[config.mk]
export PLATFORM = sky130hd
export DESIGN_NAME = predicate_hazard_issue_controller
export DESIGN_NICKNAME = d
export VERILOG_FILES = /design/src/rtl/predicate_hazard_issue_controller_pkg.sv /design/src/rtl/predicate_hazard_issue_controller_shadow_pipeline.sv /design/src/rtl/predicate_hazard_issue_controller.sv
export SDC_FILE = /design/constraint.sdc
export NUM_CORES = 1
export LEC_CHECK = 0
export ABC_AREA = 1
export CAP_MARGIN = 20
export CORE_UTILIZATION = 30
export DETAILED_ROUTE_END_ITERATION = 12
export HOLD_SLACK_MARGIN = 0.06
export PLACE_DENSITY_LB_ADDON = 0.25
export RECOVER_POWER = 100
export SLEW_MARGIN = 20
export SYNTH_ARGS = -nofsm -noshare
export SYNTH_HDL_FRONTEND = slang
export SYNTH_SLANG_ARGS = --single-unit
[constraint.sdc]
create_clock -name clock -period 2.89 [get_ports clock]
set_input_delay 0.578 -clock clock [delete_from_list [all_inputs] [get_ports clock]]
set_output_delay 0.578 -clock clock [all_outputs]
set_load 0.005 [all_outputs]
[src/rtl/predicate_hazard_issue_controller_pkg.sv]
// Shared control types for the predicate hazard issue controller: TIA destination
// types, issue FSM states and the shadow-pipeline entry layout.
package predicate_hazard_issue_controller_pkg;

    localparam int TIA_DT_WIDTH = 2;

    localparam logic [TIA_DT_WIDTH-1:0] TIA_DESTINATION_TYPE_NULL      = 2'd0;
    localparam logic [TIA_DT_WIDTH-1:0] TIA_DESTINATION_TYPE_REGISTER  = 2'd1;
    localparam logic [TIA_DT_WIDTH-1:0] TIA_DESTINATION_TYPE_OUTPUT    = 2'd2;
    localparam logic [TIA_DT_WIDTH-1:0] TIA_DESTINATION_TYPE_PREDICATE = 2'd3;

    typedef enum logic [1:0] {
        STATE_RUN      = 2'd0,
        STATE_DRAINING = 2'd1,
        STATE_DRAINED  = 2'd2
    } issue_state_t;

    typedef struct packed {
        logic                    valid;
        logic [TIA_DT_WIDTH-1:0] dt;
    } shadow_entry_t;

    localparam int SHADOW_ENTRY_WIDTH = $bits(shadow_entry_t);

    function automatic logic is_predicate_write(input shadow_entry_t entry);
        return entry.valid && (entry.dt == TIA_DESTINATION_TYPE_PREDICATE);
    endfunction

endpackage

[src/rtl/predicate_hazard_issue_controller_shadow_pipeline.sv]
// Shadow of the downstream execute/writeback stages: one {valid, dt} entry per stage,
// shifted in lockstep with the real pipeline so issue can see in-flight predicate writes.
module control_hazard_shadow_pipeline
    import predicate_hazard_issue_controller_pkg::*;
#(
    parameter int NUM_STAGES = 2
) (
    input  logic                                   clock,
    input  logic                                   reset,
    input  logic                                   advance,
    input  logic                                   flush,
    input  logic                                   insert,
    input  logic [TIA_DT_WIDTH-1:0]                insert_dt,
    output logic [NUM_STAGES*SHADOW_ENTRY_WIDTH-1:0] entries
);

    shadow_entry_t stage_q [NUM_STAGES];

    // Flush wins over advance so squashed work never reappears one stage further on.
    always_ff @(posedge clock) begin
        if (reset || flush) begin
            for (int i = 0; i < NUM_STAGES; i++) begin
                stage_q[i] <= '0;
            end
        end else if (advance) begin
            stage_q[0] <= insert ? shadow_entry_t'{valid: 1'b1, dt: insert_dt} : '0;
            for (int i = 1; i < NUM_STAGES; i++) begin
                stage_q[i] <= stage_q[i-1];
            end
        end
    end

    for (genvar g = 0; g < NUM_STAGES; g++) begin : g_flatten
        assign entries[g*SHADOW_ENTRY_WIDTH +: SHADOW_ENTRY_WIDTH] = stage_q[g];
    end

endmodule

[src/rtl/predicate_hazard_issue_controller.sv]
// Issue sequencer for a TIA processing element: withholds grant while a predicate write
// is in flight, and supports stall, flush and a drain handshake for reconfiguration.
module predicate_hazard_issue_controller
    import predicate_hazard_issue_controller_pkg::*;
#(
    parameter int NUM_DOWNSTREAM_STAGES = 2,
    parameter int STALL_COUNTER_WIDTH   = 16
) (
    input  logic                           clock,
    input  logic                           reset,
    input  logic                           enable,
    input  logic                           issue_valid,
    input  logic [TIA_DT_WIDTH-1:0]        issue_dt,
    input  logic                           downstream_stall,
    input  logic                           flush,
    input  logic                           drain_request,
    output logic                           issue_grant,
    output logic                           hazard,
    output logic                           drained,
    output logic [2:0]                     in_flight_predicate_count,
    output logic [STALL_COUNTER_WIDTH-1:0] stall_cycle_count
);

    issue_state_t state_q;
    issue_state_t state_d;

    logic advance;
    logic flush_active;
    logic any_valid;
    logic [NUM_DOWNSTREAM_STAGES*SHADOW_ENTRY_WIDTH-1:0] entries;
    shadow_entry_t entry [NUM_DOWNSTREAM_STAGES];

    assign advance      = enable && !downstream_stall;
    assign flush_active = enable && flush;

    control_hazard_shadow_pipeline #(
        .NUM_STAGES (NUM_DOWNSTREAM_STAGES)
    ) u_shadow (
        .clock     (clock),
        .reset     (reset),
        .advance   (advance),
        .flush     (flush_active),
        .insert    (issue_grant),
        .insert_dt (issue_dt),
        .entries   (entries)
    );

    for (genvar g = 0; g < NUM_DOWNSTREAM_STAGES; g++) begin : g_unpack
        assign entry[g] = shadow_entry_t'(entries[g*SHADOW_ENTRY_WIDTH +: SHADOW_ENTRY_WIDTH]);
    end

    always_comb begin
        hazard                    = 1'b0;
        any_valid                 = 1'b0;
        in_flight_predicate_count = '0;
        for (int i = 0; i < NUM_DOWNSTREAM_STAGES; i++) begin
            if (is_predicate_write(entry[i])) begin
                hazard                    = 1'b1;
                in_flight_predicate_count = in_flight_predicate_count + 3'd1;
            end
            if (entry[i].valid) begin
                any_valid = 1'b1;
            end
        end
    end

    // Reset is synchronous, so gate grant during it to keep the reset cycle issue-free.
    assign issue_grant = !reset && issue_valid && advance && !hazard && !flush
                         && (state_q == STATE_RUN);

    assign drained = (state_q == STATE_DRAINED);

    always_ff @(posedge clock) begin
        if (reset) begin
            state_q <= STATE_RUN;
        end else begin
            state_q <= state_d;
        end
    end

    // Drain completion looks at the registered entries, so it lands the cycle after they empty.
    always_comb begin
        state_d = state_q;
        if (enable) begin
            case (state_q)
                STATE_RUN: begin
                    if (drain_request) begin
                        state_d = STATE_DRAINING;
                    end
                end
                STATE_DRAINING: begin
                    if (!drain_request) begin
                        state_d = STATE_RUN;
                    end else if (!any_valid) begin
                        state_d = STATE_DRAINED;
                    end
                end
                STATE_DRAINED: begin
                    if (!drain_request) begin
                        state_d = STATE_RUN;
                    end
                end
                default: state_d = STATE_RUN;
            endcase
        end
    end

    always_ff @(posedge clock) begin
        if (reset) begin
            stall_cycle_count <= '0;
        end else if (enable && issue_valid && hazard && (state_q == STATE_RUN)
                     && (stall_cycle_count != '1)) begin
            stall_cycle_count <= stall_cycle_count + STALL_COUNTER_WIDTH'(1);
        end
    end

endmodule
Figure 1. Local utilization.
7 x 7 tiles, from dark blue (low) to red (high), 0 to 100% covered.
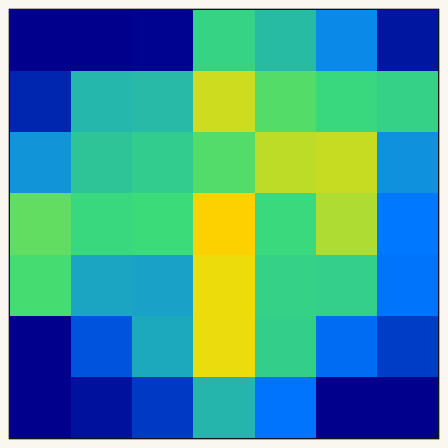
emptiest ninth of the die: south-west
fullest tile: 76%
nearly empty tiles: 14%

Figure 2. Clock network drawn from the DEF.
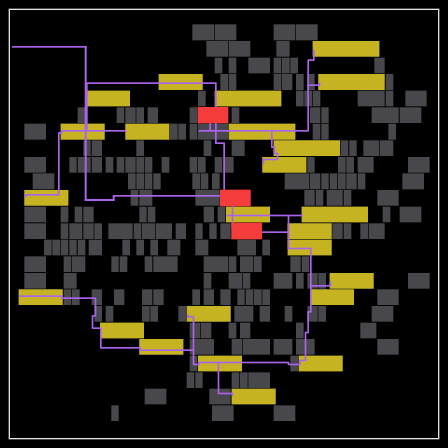
[clock wires] purple | length: 324 um
[clock-net drivers] red | count: 3
[flip-flops] yellow | count: 24
routed clock nets: 4
Worst Clk Skew: 4.16 ps
Clock power frac: 35.6%

Figure 3. Routing congestion.
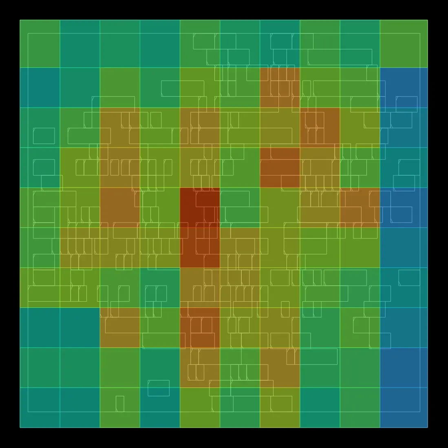
gr usage total: 13.7%
grt met3 use: 2.89%
fin util: 41.3%

Figure 4. Signal wires by layer.
The bar under the picture is 20 um long.
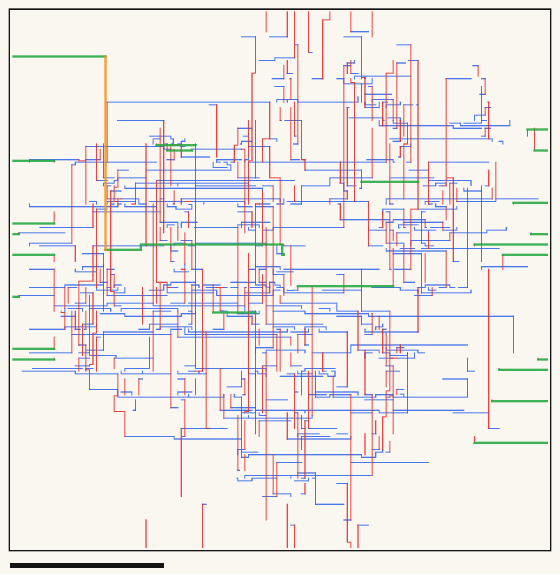
| layer | colour | wire length |
|---|---|---|
| M3 | green | 148 um |
| M1 | blue | 1540 um |
| M2 | red | 1380 um |
| M4 | orange | 25.2 um |
Routed WL per cell: 10.7 um
routed via count: 1339

Figure 5. Gate families picked out.
The bar under the picture is 20 um long.
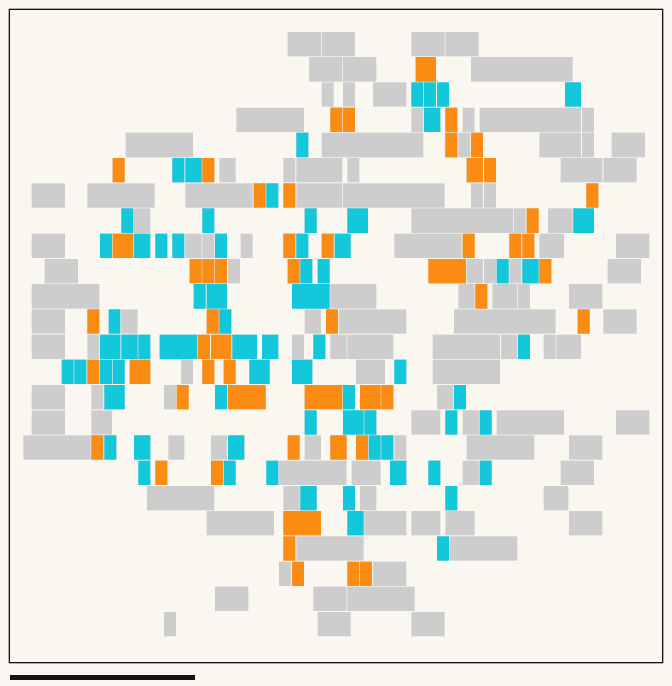
| family | colour | cells |
|---|---|---|
| nor cells | orange | 53 |
| nand cells | cyan | 70 |

==> impl_metrics.env <==
# implementation run metrics
export IMPL_post_route_min_period_ps=2740
export IMPL_cap_violations=0
export IMPL_p_comb_share_pct=7.8
export IMPL_crit_slowest_cell="clkdlybuf4s50_1"
export IMPL_fin_area_um2=1820
export IMPL_post_cts_setup_buffers=0
export IMPL_max_freq_ghz=0.365
export IMPL_ant_nets=0
export IMPL_numCtsBuffers=3
export IMPL_clk_path_buf_depth=2
export IMPL_wl_met2_um=1380
export IMPL_grt_pass1_vias=1231
export IMPL_ir_drop_uv=154
export IMPL_yosysTopAreaCellShare_pct=25.7
export IMPL_routed_top_layer="met4"
export IMPL_taps=52
export IMPL_buffer_area_share_pct=17.1
export IMPL_crit_arrival_ps=2160
export IMPL_first_iter_violations=40
export IMPL_clockRootBuffer="clkbuf_8"
export IMPL_most_common_cell="nand2_1"
export IMPL_period_used_pct=94.7
export IMPL_dieArea_um2=4940
export IMPL_cp_required_ps=2310
export IMPL_mux_share_pct=0
export IMPL_nClkBuffers=4
export IMPL_crit_type="in2out"
export IMPL_drv_slew=0
export IMPL_clock_area_share_pct=3.02
export IMPL_status="finished, final reports clean"
export IMPL_comb_cells=152
export IMPL_cp_slowest_stage_delay_ps=510
export IMPL_drive_gt1_share_pct=10.9
export IMPL_antenna_found_initial=0
export IMPL_placed_cell_area_um2=1770
export IMPL_fp_utilization_pct=31.7
export IMPL_switching_share_pct=21.0
export IMPL_coreArea_um2=4410
Power figures rest on the tool's default switching activity, not on a simulated workload.
